Placed cells, one color a class:
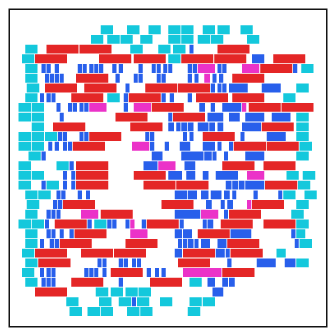
Pin map:
Pins as bars across the die edge, other pins in gray.
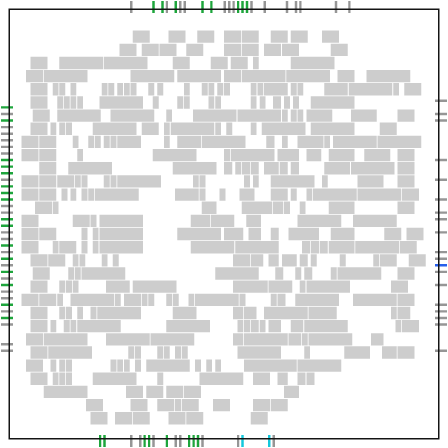
Design pingpong_fill_ctrl, sky130hd; sources not shown.
==> reports/metrics.cfg <==
[cells_and_area]
fin_nets=408
n_clock_buffer=10
largest_class=sequential cells
lay_top_cells=125 x nand2_1, 94 x clkdlybuf4s50_1, 68 x dfrtp_1
flops=68
comb_cells=187
stdcell_count=469
largest_register_ffs=32
logic_area_sq_um=1010
clkCellAreaFrac=0.04601
layout.area.seq_sq_um=1702
buf_share=0.2391
fillers=616

[synthesis]
synth_seq_share=0.5962
top_area_cell=dfrtp_1
adder_share=0.004384
synth_flops=68
ys_async_sr_fraction=1.000
syn_nets=317
mux_share=0.06006
enable_flop_cells=0
ys_sh_xor=0.01228
ys_sh_aoi=0.06050
ys_warn_count=0
synth.avg_cell_area_sq_um=10.27
synth_cell_types=41
simple_gate_share=0.2166
area_leaders=dfrtp_1 60%, nand2_1 16%, mux2_4 5.3%, buf_4 1.6%, buf_6 1.6%

[detailed_routing]
wl_met2_um=2688
drt_iter0_markers=148
met1_length_um=2918
num_vias=2176
drc=0
wl_um=6096
top_layer=met4
drt_first_pass_iters=4

[power]
p_per_area_nw_per_um2=686.8
seq_cell_power_mw=0.926
irDropWorstVdd_uv=389.0
power-top-group=combinational cells
swShare=0.4655
power_frac_clock=0.154
internal_power_mw=1.468
p_clk_mw=0.423
seq_power_share=0.337
power_frac_comb=0.508
switching_power_mw=1.278
finalPower_mw=2.746

[run]
cap_violations=0
warnings=26

[timing]
tns_ns=0
slew_violations=0
fin_worst_hold_slack_ns=0.3665
finalClockPeriodUsage=0.5694
hold_violations=0
slew_headroom=0.4489

[setup_path]
cp_max_fo=51
worstSetupStartpointType=input port
crit_chain=clkdlybuf4s50_1 > or3b_2 > buf_4 > inv_2 > nand3_4 > mux2_4
critical_path.top_delay_family=buffers and inverters
path_depth=6
crit_slowest_cell=inv_2
cp_num_buf_inv=3
crit_type=in2reg
arrival_ns=2.99

[clocking]
cts_resized=0
cts_buffer_depth=2
numCtsBuffers=9
clkLatencyLatePin_ns=0.33
h-tree-depth=3
clkTransAtPathRegs_ns=0.07
post_cts_buffers=0
hold_buffers=0

[floorplan]
chip_area_sq_um=7827
io-pin-count=95
tap_cells=96

[placement]
placedCellCount=454
place_hpwl_um=4118
pre_cts_ws_ns=1.807
gp_congestion=0.7529

[run_status]
outcome=complete, no violations

[global_route]
antenna_found_initial=0
grt_overflow=0
use_met3=0.05784

[worst_hold_path]
hold_depth=1

-- 'placed cells, one color a class' (at the start) --
legend:
  cyan:
    class: other buffers and delay cells
    cells: 96
    share_of_their_area: 25%
  blue:
    class: combinational and other logic
    cells: 194
    share_of_their_area: 27%
  magenta:
    class: clock drivers and dummy loads
    cells: 15
    share_of_their_area: 4.7%
  red:
    class: flops
    cells: 68
    share_of_their_area: 44%
Rows: 30
Design Area, Final: 3998 sq um
core box area: 6832 sq um
flop share of the area: 0.4257
Final Util: 0.5852

-- 'pin map' (at the start) --
legend:
  cyan:
    port: bank_full
    pins: 2
    direction: output
    edge: bottom
  green:
    port: wr_data
    pins: 32
    direction: output
    edge: 16 left, 8 top, 8 bottom
  blue:
    port: in_last
    pins: 1
    direction: input
    edge: right
all pins by edge: 36 left, 22 top, 19 right, 18 bottom
Port Buffers: 94
Die X: 88.47 um
Die Span Y: 88.47 um

Power and IR drop assume default switching activity.
